==> src/rtl/pipe_hazard_ctrl.sv <==
// ---------------------------------------------------------------------------
// pipe_hazard_ctrl
//
// Central sequencer for a 5-stage pipeline. It drives the PC and pipeline
// register enables and flushes, and issues the data-memory request. Three
// hazard classes are resolved, highest priority first:
//   1. data-memory wait stall (owns a RUN/WAIT FSM with a timeout)
//   2. taken-branch flush of IF/ID and ID/EX
//   3. load-use stall (one bubble into ID/EX)
// All control outputs are combinational from the FSM state and the current
// inputs, so a hazard is answered in the same cycle it appears.
//
// Parameters:
//   TIMEOUT  maximum WAIT cycles before an access is abandoned (1..2^TO_W-1)
//   TO_W     width of the timeout counter
//
// Ports:
//   clk, reset          clock, synchronous active-high reset
//   id_rs, id_rt        source register fields of the instruction in ID
//   id_uses_rt          ID instruction actually reads rt
//   ex_memread, ex_rd   EX instruction is a load, and its destination
//   ex_branch_taken     branch/jump resolved taken in EX
//   mem_access          MEM instruction performs a load or store
//   mem_ready           data memory completes the access this cycle
//   mem_req             data-memory request
//   pc_en .. memwb_en   PC and pipeline register enables
//   ifid_flush          IF/ID loads a bubble
//   idex_flush          ID/EX loads a bubble
//   memwb_bubble        MEM/WB loads a bubble instead of MEM results
//   mem_err             sticky timeout flag, cleared only by reset
//
// Optional feature (macro STALL_CNT_EN):
//   When defined, adds output stall_count[31:0], a saturating count of the
//   cycles (outside reset) in which pc_en=0 or any flush/bubble is asserted.
// ---------------------------------------------------------------------------
module pipe_hazard_ctrl #(
    parameter int TIMEOUT = 255,
    parameter int TO_W    = 8
) (
    input  logic       clk,
    input  logic       reset,
    input  logic [4:0] id_rs,
    input  logic [4:0] id_rt,
    input  logic       id_uses_rt,
    input  logic       ex_memread,
    input  logic [4:0] ex_rd,
    input  logic       ex_branch_taken,
    input  logic       mem_access,
    input  logic       mem_ready,
    output logic       mem_req,
    output logic       pc_en,
    output logic       ifid_en,
    output logic       idex_en,
    output logic       exmem_en,
    output logic       memwb_en,
    output logic       ifid_flush,
    output logic       idex_flush,
    output logic       memwb_bubble,
    output logic       mem_err
`ifdef STALL_CNT_EN
    ,
    output logic [31:0] stall_count
`endif
);

    typedef enum logic {
        S_RUN  = 1'b0,
        S_WAIT = 1'b1
    } state_t;

    state_t          state_q, state_d;
    logic [TO_W-1:0] to_cnt_q, to_cnt_d;
    logic            mem_err_q, mem_err_d;

    logic load_use;
    logic timeout_hit;
    logic mem_miss;

    // Register 0 is hard-wired, so a load targeting it never creates a hazard.
    assign load_use = ex_memread && (ex_rd != 5'd0) &&
                      ((ex_rd == id_rs) || (id_uses_rt && (ex_rd == id_rt)));

    assign timeout_hit = (to_cnt_q == TO_W'(TIMEOUT - 1));
    assign mem_miss    = mem_access && !mem_ready;

    // ---- state register ----
    always_ff @(posedge clk) begin
        if (reset) begin
            state_q   <= S_RUN;
            to_cnt_q  <= '0;
            mem_err_q <= 1'b0;
        end else begin
            state_q   <= state_d;
            to_cnt_q  <= to_cnt_d;
            mem_err_q <= mem_err_d;
        end
    end

    // ---- next-state logic ----
    always_comb begin
        state_d   = state_q;
        to_cnt_d  = to_cnt_q;
        mem_err_d = mem_err_q;
        case (state_q)
            S_RUN: begin
                if (mem_miss) begin
                    state_d  = S_WAIT;
                    to_cnt_d = '0;
                end
            end
            S_WAIT: begin
                // A ready on the last allowed cycle still completes the access.
                if (mem_ready) begin
                    state_d = S_RUN;
                end else if (timeout_hit) begin
                    state_d   = S_RUN;
                    mem_err_d = 1'b1;
                end else begin
                    to_cnt_d = to_cnt_q + 1'b1;
                end
            end
            default: state_d = S_RUN;
        endcase
    end

    // ---- output logic ----
    always_comb begin
        mem_req      = mem_access;
        pc_en        = 1'b1;
        ifid_en      = 1'b1;
        idex_en      = 1'b1;
        exmem_en     = 1'b1;
        memwb_en     = 1'b1;
        ifid_flush   = 1'b0;
        idex_flush   = 1'b0;
        memwb_bubble = 1'b0;

        if (reset) begin
            mem_req      = 1'b0;
            pc_en        = 1'b0;
            ifid_en      = 1'b0;
            idex_en      = 1'b0;
            exmem_en     = 1'b0;
            memwb_en     = 1'b0;
            ifid_flush   = 1'b1;
            idex_flush   = 1'b1;
            memwb_bubble = 1'b1;
        end else begin
            case (state_q)
                S_RUN: begin
                    if (mem_miss) begin
                        // Freeze everything upstream of MEM; WB keeps draining
                        // but receives a bubble.
                        pc_en        = 1'b0;
                        ifid_en      = 1'b0;
                        idex_en      = 1'b0;
                        exmem_en     = 1'b0;
                        memwb_bubble = 1'b1;
                    end else if (ex_branch_taken) begin
                        // Branch beats load-use: the ID instruction is wrong-path.
                        ifid_flush = 1'b1;
                        idex_flush = 1'b1;
                    end else if (load_use) begin
                        pc_en      = 1'b0;
                        ifid_en    = 1'b0;
                        idex_flush = 1'b1;
                    end
                end
                S_WAIT: begin
                    // Branch and load-use are masked here; their inputs stay
                    // frozen and are honoured once back in RUN.
                    mem_req = 1'b1;
                    if (mem_ready) begin
                        memwb_bubble = 1'b0;
                    end else if (timeout_hit) begin
                        // Abandon the access: release the pipe, drop the data.
                        memwb_bubble = 1'b1;
                    end else begin
                        pc_en        = 1'b0;
                        ifid_en      = 1'b0;
                        idex_en      = 1'b0;
                        exmem_en     = 1'b0;
                        memwb_bubble = 1'b1;
                    end
                end
                default: ;
            endcase
        end
    end

    assign mem_err = mem_err_q;

`ifdef STALL_CNT_EN
    logic [31:0] stall_cnt_q;
    logic        stall_event;

    assign stall_event = !reset &&
                         (!pc_en || ifid_flush || idex_flush || memwb_bubble);

    always_ff @(posedge clk) begin
        if (reset) begin
            stall_cnt_q <= '0;
        end else if (stall_event && (stall_cnt_q != '1)) begin
            stall_cnt_q <= stall_cnt_q + 32'd1;
        end
    end

    assign stall_count = stall_cnt_q;
`endif

endmodule

==> config.mk <==
export PLATFORM = sky130hd
export DESIGN_NAME = pipe_hazard_ctrl
export DESIGN_NICKNAME = d
export VERILOG_FILES = /design/src/rtl/pipe_hazard_ctrl.sv
export SDC_FILE = /design/constraint.sdc
export NUM_CORES = 1
export LEC_CHECK = 0
export CAP_MARGIN = 40
export CORE_AREA = 10 10 52 54
export CTS_CLUSTER_DIAMETER = 80
export DETAILED_ROUTE_END_ITERATION = 16
export DIE_AREA = 0 0 62 64
export PLACE_DENSITY = 0.76
export SLEW_MARGIN = 40
export SYNTH_ARGS = -nofsm -noshare
export SYNTH_HDL_FRONTEND = slang
export SYNTH_SLANG_ARGS = --single-unit
==> constraint.sdc <==
create_clock -name clk -period 2.8 [get_ports clk]
set_input_delay 0.56 -clock clk [delete_from_list [all_inputs] [get_ports clk]]
set_output_delay 0.56 -clock clk [all_outputs]
set_load 0.02 [all_outputs]
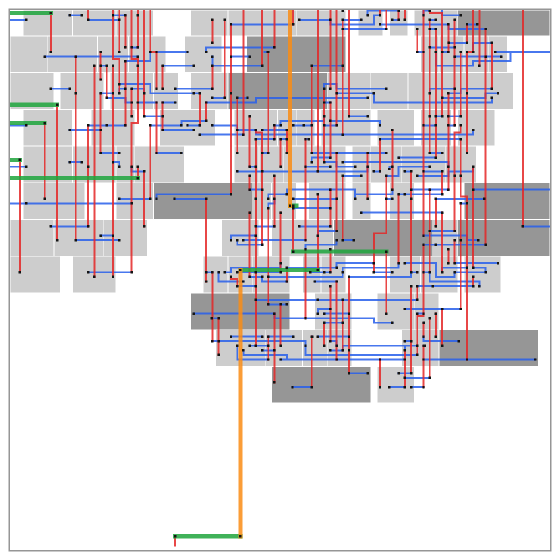
Figure 1: run 1, close-up of the layout.
Window x 11 to 51, y 0 to 40 µm. Cells in grey, sequential cells in the stronger grey; small squares are vias.
| layer | colour |
|---|---|
| metal 4 | orange |
| metal 3 | green |
| metal 1 | blue |
| metal 2 | red |
cells with their middle in the window: 90
most frequent: clkdlybuf4s50_1 (11), dfxtp_1 (10), a21oi_1 (8)
sequential cells in the window: 10
netlist names of flops here include: to_cnt_q (8)

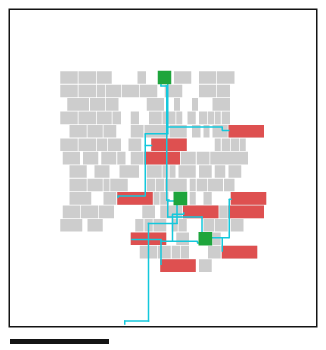
Figure 2: run 1, routed clock nets over the placement.
The bar under the picture is 20 µm long.
[flip-flops] red | count: 10
[clock wires] cyan | length: 172 µm
[clock drivers] green | count: 3
routed clock nets: 4
clk ins delay skew pair: 0.27 ns
Layout Skew: 0.00292 ns

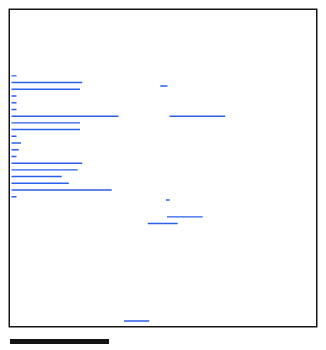
Figure 3: run 1, M3 wires.
The bar under the picture is 20 µm long.
nets with wire on the layer: 22
share of all routed wire: 8.8%
main direction: horizontal
longest straight run: 21.4 µm
wire length on this layer: 182 µm
number of vias after detailed routing: 785
final wirelength: 2.07 mm
met3 usage in global routing: 4.94%

==> summary.txt, run 1 <==
Implementation summary

The kind of start point of the critical path is a primary input. Setup repair after global routing left no endpoint under its margin. The startpoint identified for the worst hold timing path is to_cnt_q[7]. After Yosys synthesis, and, or, nand and nor cells account for 24.4% of the synthesized area. The number of search-and-repair iterations in the first detailed-routing pass is 4. The plain and repair buffers instantiated in the layout total 40. The power per unit of standard cell area is 344 nW/µm². The flow ran to the end, and the final reports show no timing, DRC or antenna violations. The highest ir drop seen on vdd is 0.200 mV.

The post-synthesis instance total is 86. Of the total standard cell area in the layout, the sequential portion is 17.9%. The number of stages on the worst hold path is 2.

The worst setup path is captured at a primary output. The launch point of the worst register-to-register path is recorded as to_cnt_q[0]. Buffers outside the clock tree occupy 33.1% of the routed design's cell area. The design internal power is 0.000282 W. Counting pins that exceed their max-slew limit in the final report gives 0. The inverter tally of the final layout excluding the clock network is 5. The number of top-level pins is 32. The arrival time of data at the critical path endpoint is 2.12 ns. The top cell types in the final layout, fill and taps aside, are 25 x sky130_fd_sc_hd__clkdlybuf4s50_1, 10 x sky130_fd_sc_hd__a21oi_1, 10 x sky130_fd_sc_hd__dfxtp_1.

In the final routed layout, each cell accounts on average for 13.6 µm. The number of antenna diodes in the final layout is 0. The total negative slack is 0 ns. Counting the buffers created by CTS gives 3. The synthesized netlist devotes 3.53% of its cell area to adder and majority cells. The synthesized netlist net count is 110. On the worst setup and hold paths after CTS, the clock-pin slew comes to 0.07 ns. The type of the most critical hold path is flip-flop to flip-flop.

The sum of routed wire segments on met1 is 776 µm. The number of different library cells used by synthesis comes to 31. Summing the areas of all compound-gate instances in the mapped netlist gives 25.1% of the synthesized area. The cell type with the highest aggregate area in the netlist is sky130_fd_sc_hd__dfxtp_1. The register with the most flip-flops in the layout has 8 of them. The flow measured a signed area growth from synthesis to layout of 58.1%. The share of the synthesized area in the top cell type is 28.3%. The cell family contributing the most delay on the critical path is buffers and inverters. Along the critical path, the tally of buffer and inverter instances is 2. The number of synthesized flops with an enable pin is 0. The routing usage on met1 is 11.5%. After synthesis, flip-flops and latches occupy 28.3% of the total area. Grouping non-sequential cells by family puts the most area in AND-OR/OR-AND gates.

The clock network burns 34.9% of the power. The number of fill cells is 137. The cell sequence reported for the critical path is clkdlybuf4s50_1 -> xor2_1 -> nor4_1 -> a32oi_1 -> o41a_1 -> buf_2. The highest metal layer with signal wires is met4. The via count of the first global-routing pass was 815.

The final setup violation count is 0. The XOR/XNOR share of the synthesized area is 12.4%. In this run the cell area measured after placement is 1090 µm². The first-pass GRT wire length is 3.53 mm.

The H-tree depth reported by CTS is 1. The synthesis report gives the async set-or-reset register share as 0%. The pre-CTS setup slack is -0.353 ns.

The met2 routing resource usage after global routing is 18.7%. The number of buffers added on ports is 31. The power drawn by the sequential cells is 0.000144 W. Counting along the longest clock path gives a buffer depth of 2.

The ratio of routed vias to standard cells is 5.16. In this run the tools logged warnings totalling 27. The count of buffers added by post-CTS timing repair for setup is 0.

In the final design database the tool counted 152 nets. The largest single stage delay on the critical path is 0.43 ns. Detailed placement finished with a half-perimeter wire length of 1.75 mm. The overall power after layout is 0.000385 W.

The flow reports power dissipated in combinational cells as 0.000107 W. Of the total power, registers draw 37.4%. Summed over all layers, the global routing overflow is 0. There are 10 flip-flops and latches. Subtracting the final worst setup slack from the clock period gives 2.68 ns. The slack of the worst reg-to-reg path is 0.96 ns. The net switching power is 0.000103 W. The post-synthesis cell count from yosys is 86. Summed over all nets, wire length on met3 after detailed routing comes to 181 µm. Summed over the clock group, the power is 0.000134 W.

Per the timing report, the biggest fanout along the worst path comes to 2. The layout contains a multi-input combinational cell count of 68. Cells fill 65.6% of the core in the end. Before placement the cells fill 41.5% of the core. The post-route cell area is 1120 µm².

The primary flip-flop cell chosen by synthesis mapping is sky130_fd_sc_hd__dfxtp_1. For reference, the post-synthesis area per instance comes to 8.23 µm². The area taken by flip-flops and latches is 200 µm².
Figure 4. Wiring by layer (run 1).
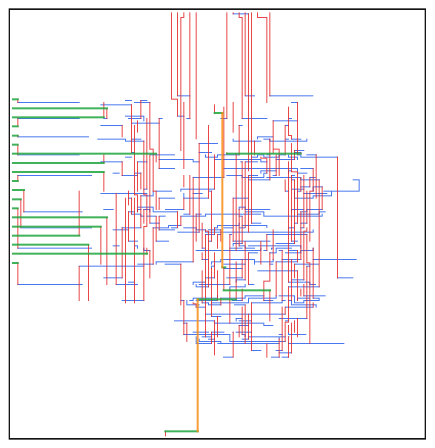

--- run 2 (diff from run 1) ---
REMOVE_ABC_BUFFERS = 1   (was default)
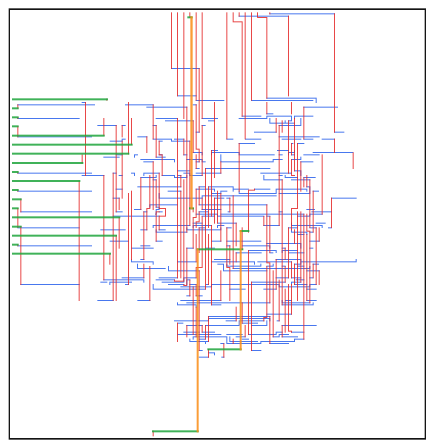
Figure 5: run 2, wiring by layer.
| layer | colour | wire length |
|---|---|---|
| metal 4 | orange | 73.4 µm |
| metal 3 | green | 156 µm |
| metal 1 | blue | 872 µm |
| metal 2 | red | 1070 µm |
Total Routing Usage GR: 11.9%
number of vias after detailed routing: 773
final wirelength: 2.18 mm
final routed wire length divided by cell count: 14.3 µm

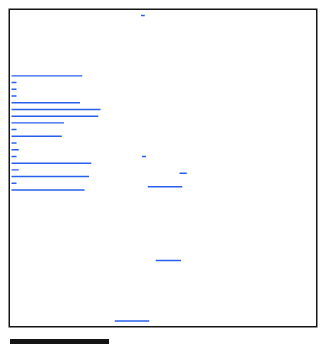
Figure 6: run 2, M3 wires.
The bar under the picture is 20 µm long.
main direction: horizontal
share of all routed wire: 7.1%
wire length on this layer: 156 µm

==> run 2 against run 1 <==
  * Clock skew increased by 0.0052 ns
  * Core utilization increased by 0.15 points
  * Design area increased by 0.22%
  * Synthesized cell count unchanged
  * Final cell count unchanged
  * Clock power decreased by 26%
  * Setup slack got worse by 0.022 ns
  * Total power decreased by 8.2%
  * Via count decreased by 1.5%
  * Fmax decreased by 0.83%
  * Critical path type unchanged
  * Highest routed layer unchanged
==> summary.txt, run 2 <==
Implementation summary

The run finished with clean final reports. The global routing's busiest layer is met2. In this run, the clock network consumes 28.2% of the power. The total inserted antenna cells is 0. Data arrives at the worst endpoint at 2.14 ns.

The share of the core area taken by cells at floorplan is 41.5%. The post-synthesis simple-gate area fraction is 24.4%. The design internal power is 0.000253 W. The critical path startpoint is ex_rd[1]. The sum of routed wire segments on met1 is 872 µm.

The share of the yosys chip area belonging to registers is 28.3%. The primary flip-flop cell chosen by synthesis mapping is sky130_fd_sc_hd__dfxtp_1. The start point of the worst min-delay path is to_cnt_q[7].

The via count of the first global-routing pass is 839. The number of distinct standard cells referenced by the synthesized netlist is 31. The number of clock buffers inserted by TritonCTS is 3. The largest fanout of any net on the critical path is 3. The longest clock path from root to sink contains 2 buffers. Setup repair after global routing left no endpoint under its margin. The met2 routing resource usage after global routing is 18.8%. After layout, the minimum clock period comes to 2.70 ns.

The slack of the worst reg-to-reg path is 0.96 ns. The final layout report lists a non-clock buffer count of 41. The routed design shows a via density per instance of 5.09. Per the layout area report, the register area comes to 200 µm². The power report attributes to the sequential group a share of 40.7%.

The category of the worst setup path capture point is a primary output. The inverter tally of the final layout excluding the clock network is 5. Signal nets in the final route climb as high as met4.

Setup violations remaining at the end of the flow were counted as 0. The clock insertion delay at the later pin of the skew report is 0.27 ns. The TritonCTS clock tree is yes. By instance count after routing, the leading logic cell types are 20 x sky130_fd_sc_hd__clkdlybuf4s50_1, 10 x sky130_fd_sc_hd__a21oi_1, 10 x sky130_fd_sc_hd__dfxtp_1, 10 x sky130_fd_sc_hd__buf_4, 9 x sky130_fd_sc_hd__xor2_1.

The worst clock skew on the final layout is 0.00808 ns. The post-route cell area is 1120 µm². Counting flops with an async set or reset pin after synthesis yields a share of 0%.

The arithmetic-cell share of the synthesized area counting full adders, half adders and majority gates is 3.53%. The met2 wire length is 1.07 mm. The final max-slew violation count is 0. The power report puts the net switching power at 0.000100 W. Per the OpenROAD floorplan log, the width of the die is 62 µm.

The final net count is 153. The final core utilization is 65.7%. The share of synthesized area in the top cell type comes to 28.3%. The total negative slack is 0 ns. Summed over all layers, the global routing overflow is 0. The cell type with the highest aggregate area in the netlist is sky130_fd_sc_hd__dfxtp_1.

Before antenna repair, the detailed router went through 4 iterations. The largest stage delay on the critical path is 0.57 ns. The power attributed to combinational cells is 0.000110 W.

The post-synthesis cell count from yosys is 86. The power drawn by the sequential cells is 0.000144 W. Ranked by instance count, the synthesized netlist is headed by 10 x sky130_fd_sc_hd__a21oi_1, 10 x sky130_fd_sc_hd__dfxtp_1, 9 x sky130_fd_sc_hd__xor2_1. The routing usage on met1 is 12.5%. The highest ir drop seen on vdd is 0.147 mV. The data-path buffer share of cell area in the final layout is 33.9%. The post-synthesis mux area share is 0%.

The number of sequential cells in the layout is 10. Once the clock tree was built, the setup fixing pass inserted 0 buffers. Input and output buffers added on the ports amount to 31.

The mean cell area of the mapped netlist is 8.23 µm². The multi-input combinational cell count is 68. The floorplan die area is 3970 µm². In the final layout, the fill cell count is 140.

Summing all placed instances gives a cell area of 1100 µm². The signal on the critical path passes through clkdlybuf4s50_1 -> or4_1 -> o21ai_1 -> o41a_1 -> buf_6. The detailed placement HPWL is 1.84 mm. Wire segments on met3 add up to 155 µm in the final route.

Looking at the clock tree report, the H-tree level count equals 1. The min-delay analysis places its worst path in the category flip-flop to flip-flop. Yosys mapped a number of flops with a built-in enable equal to 0. Pin placement for this block handled 32 I/O pins. Synthesis handed over a netlist of 86 instances.

The dominant kind of combinational cell is AND-OR/OR-AND gates. The layout report gives the register share of total cell area as 17.8%. The power drawn by the clock network is 0.0000998 W. For reference, XOR and XNOR gates occupy 12.4% of the area reported after synthesis.

Counting instances, the worst hold path has a depth of 2. The worst register-to-register path begins at to_cnt_q[0]. The finished layout holds 152 standard cells, fillers aside.

The clock-pin slew of the registers on the worst-case setup and hold paths is 0.07 ns. The area growth from synthesis to layout is 58.5%. In this design, the largest share of critical-path delay is due to buffers and inverters.

The kind of start point of the critical path is a primary input. The switching part of the total power is 28.4%. Power comes to 0.000353 W.

OpenSTA, run right after detailed placement, puts the worst setup slack at -0.440 ns. met3 track demand over resource after global routing is 4.94%. In this run, post-CTS hold repair placed 0 buffers. The number of endpoints with negative hold slack in the final report is 0. The number of buffers and inverters on the critical path is 2.

The cell-mix breakdown from Yosys lists the compound-gate area share as 25.1%. The power per unit of standard cell area is 315 nW/µm². OpenROAD emitted warnings numbering 26.

The number of flip-flops in the largest register is 8. The first-pass GRT wire length is 3.62 mm.
Figure 7. Close-up of the layout (run 2).
Window x 11 to 51, y 0 to 40 µm. Cells in grey, sequential cells in the stronger grey; small squares are vias.
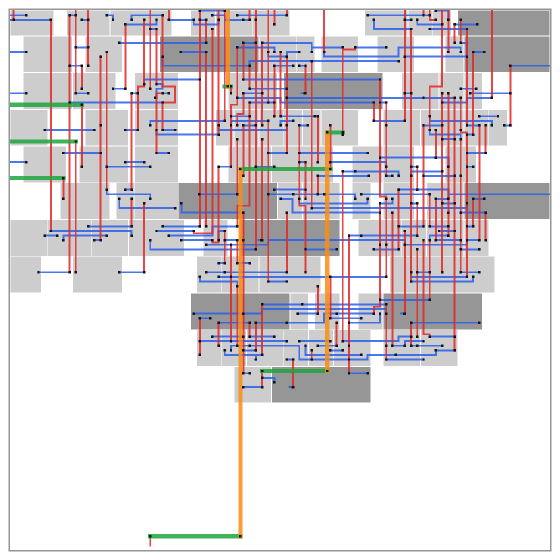

--- run 3 (diff from run 2) ---
PLACE_DENSITY = 0.79   (was 0.76)
REMOVE_ABC_BUFFERS = default   (was 1)
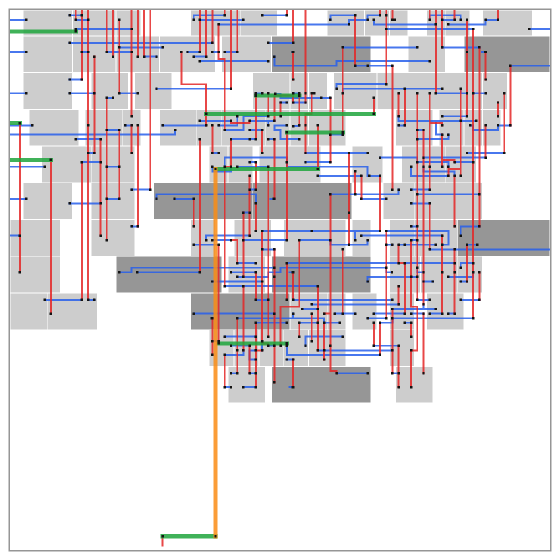
Figure 8: run 3, close-up of the layout.
Window x 11 to 51, y 0 to 40 µm. Cells in grey, sequential cells in the stronger grey; small squares are vias.

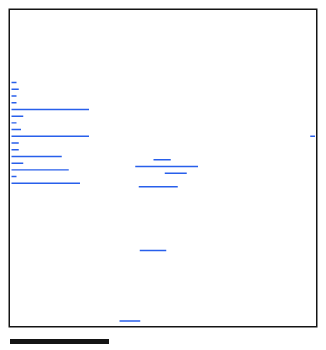
Figure 9: run 3, M3 wires.
The bar under the picture is 20 µm long.
share of all routed wire: 5.5%
main direction: horizontal
met3 usage in global routing: 2.77%
number of vias after detailed routing: 805
final wirelength: 2.08 mm

==> run 3 against run 2 <==
  * Global-route usage fell by 0.70 points
  * Worst hold slack got worse by 0.0082 ns
  * Critical endpoint is now pc_en
  * Final cell count did not move
  * Setup slack got worse by 0.011 ns
  * Combinational power barely moved
  * Highest routed layer unchanged
  * Via count rose by 4.1%
  * Sequential power barely moved
  * Critical path depth rose by 1
  * Die area did not move
  * Area after synthesis did not move
==> summary.txt, run 3 <==
Implementation summary

The run finished with clean final reports. The number of synthesized flops with an enable pin is 0. The DRC violation total left in the routed layout is recorded as 0. The clock-pin slew of the registers on the worst-case setup and hold paths is 0.07 ns. Summed over all instances, the cell type with the most area after synthesis is sky130_fd_sc_hd__dfxtp_1. The worst-case reg-to-reg setup slack stands at 0.99 ns. The overall die size recorded for this design is 3970 µm².

The via count of the first global-routing pass is 804. Static timing analysis puts the maximum clock frequency at 369 MHz. The quantity of hold-fixing buffers added after cts is 0. Summed over all combinational cells, the power is 0.000110 W. Switching power as a fraction of the total was reported as 26.3%. The final report gives the standard cell area, fillers excluded, as 1130 µm².

The tally of max-capacitance violations is 0. Counting flops and latches in the post-synthesis netlist gives 10. The count of plain and timing-repair buffers is 40. The largest fanout of any net on the critical path is 3. The number of endpoints with negative hold slack in the final report is 0. Looking at the reg2reg group, the worst path starts from to_cnt_q[0]. The first detailed-routing pass ran for 4 iterations. The number of clock buffers inserted by TritonCTS is 3.

The number of fill cells is 144. For the finished layout, the period the worst path requires is 2.71 ns. The routed design shows a via density per instance of 5.30. The synthesized netlist net count is 110. The global-route usage over all layers is 11.2%.

The number of distinct standard cells referenced by the synthesized netlist is 31. Compared with the post-synthesis result, the final layout area differs by 59.5%. The top cell type in the final layout, fill and taps aside, is sky130_fd_sc_hd__clkdlybuf4s50_1. The portion of total power attributed to sequential cells is 37.5%. The number of sequential cells in the layout is 10. The total negative slack is 0 ns.

The required time at the endpoint of the critical path is 2.24 ns. TritonCTS built the clock tree. The count of yosys warnings during synthesis is 0.

In this run the worst setup path begins at ex_rd[2]. CTS reports a maximum clock tree buffer depth of 2. The power drawn by the sequential cells is 0.000144 W. Wire segments on met2 add up to 1.12 mm in the final route. The largest cell class by area is logic gates. The type of the most critical hold path is flip-flop to flip-flop. The global routing report lists met1 layer usage as 12.1%. The primary flip-flop cell chosen by synthesis mapping is sky130_fd_sc_hd__dfxtp_1. The number of tap instances is 25. The H-tree depth reported by CTS is 1. During placement, the flow inserted port buffers numbering 31. The first-pass GRT wire length is 3.53 mm. The total inserted antenna cells is 0. The number of antenna violations at the first check in global routing is 0. The leakage power in the latest report is 0.439 nW. The post-synthesis simple-gate area fraction is 24.4%.

The library cells used most frequently in the layout, excluding fill and tap cells, are 25 x sky130_fd_sc_hd__clkdlybuf4s50_1, 10 x sky130_fd_sc_hd__a21oi_1, 10 x sky130_fd_sc_hd__buf_4. The OpenROAD report gives the critical path a data arrival time of 2.15 ns. The highest ir drop seen on vdd is 0.249 mV. The dominant kind of combinational cell is AND-OR/OR-AND gates. For reference, the final report shows the max-slew violation count at 0. The final design was reported to hold multi-input combinational gates totalling 68.

Timing analysis after detailed placement gives a worst setup slack of -0.408 ns. The synthesized netlist devotes 3.53% of its cell area to adder and majority cells. The die span in x is 62 µm. At the floorplan stage, the core utilization is reported as 41.5%. The highest metal layer with signal wires is met4. Setup repair after global routing left no endpoint under its margin. Routing resource usage on met2 recorded by global route was 19.6%. The fraction of standard cell area that is sequential is 17.8%. In the final layout, flip-flops and latches occupy 201 µm². A synthesized cell averages 8.23 µm². The critical register-to-register path endpoint is to_cnt_q[4]. For this design the top-level I/O count stands at 32. STA classifies the critical path startpoint as a primary input. The report lists the power per cell area as 340 nW/µm².

The share of the synthesized area in the top cell type is 28.3%. The design internal power is 0.000283 W. The max-slew headroom at the worst pin is 48.8%. Summing over the stages, the warning tally comes to 27.

The leftover overflow at the end of global routing is 0. The largest power group is registers. The final setup violation count is 0. Of the cells placed in the final design, the portion with a size suffix greater than 1 is 19.7%. On the worst path, the slowest cell contributes a delay of 0.46 ns.

The die extent in y is 64 µm. The final net count is 152. The capture point of the critical path was reported as pc_en. Counting flops per register, the top entry is to_cnt_q. All stages included, the depth of the critical timing path comes to 6. The number of buffers and inverters on the critical path is 2.

The power report puts the net switching power at 0.000101 W. The area used by multi-input combinational logic is 469 µm². For this run, asynchronously set or reset flops after synthesis account for 0%.

The routed length per instance is 13.7 µm. The met3 wire length is 115 µm. In the final layout, multi-input gates take up 41.5% of the cell area. In the synthesized netlist, the cells that appear most often are 10 x sky130_fd_sc_hd__a21oi_1, 10 x sky130_fd_sc_hd__dfxtp_1, 9 x sky130_fd_sc_hd__xor2_1.

The post-synthesis mux area share is 0%. The start point of the worst min-delay path is to_cnt_q[7]. Post-CTS repair changed the size of 11 cells. The pin closest to its max-slew limit shows a slew of 0.760 ns.

The post-synthesis instance total is 86. In this run the cell area measured after placement is 1090 µm². The total area inside the core boundary comes to 1710 µm².

The critical path goes through clkdlybuf4s50_1 -> xor2_1 -> nor4_2 -> a32oi_1 -> o41a_1 -> buf_4. Summing every instance area after synthesis gives 708 µm². Cells fill 66.2% of the core in the end. The global routing's busiest layer is met2. The sum of routed wire segments on met1 is 820 µm.

The clock network fraction of total power is 33.9%. The worst clock skew on the final layout is 0.00291 ns. The share of the yosys chip area belonging to registers is 28.3%. RePlAce ended its routability-driven mode at a weighted congestion of 0.737.

Overall power consumption after layout is estimated at 0.000385 W. Once detail routing completed, the nets flagged for antenna violations numbered 0. Clock tree buffers and inverters occupy 3.21% of the routed design's cell area.

The number of flip-flops in the largest register is 8. The number of clock sinks is 10. The kind of cell with the highest combined delay along the critical path is buffers and inverters. The detailed placement HPWL is 1.77 mm. Leaving out filler cells and counting taps, the final layout contains 152. The power drawn by the clock network is 0.000130 W. Entering global routing, the biggest net connects 16 pins. The clock root buffer is sky130_fd_sc_hd__clkbuf_4. For the worst-skew pair, the clock arrives at the later sink with an insertion delay of 0.26 ns.

The post-synthesis cell count from yosys is 86. Non-clock buffering takes up 33.0% of total cell area after layout. The number of stages on the worst hold path is 2. For reference, XOR and XNOR gates occupy 12.4% of the area reported after synthesis. In this run the post-CTS setup repair buffer count came out at 0. The inverter tally of the final layout excluding the clock network is 5. The AND-OR/OR-AND share of the synthesized area is 25.1%. The category of the worst setup path capture point is a primary output.
No activity file was given, so power comes from the tool's default toggle rates.
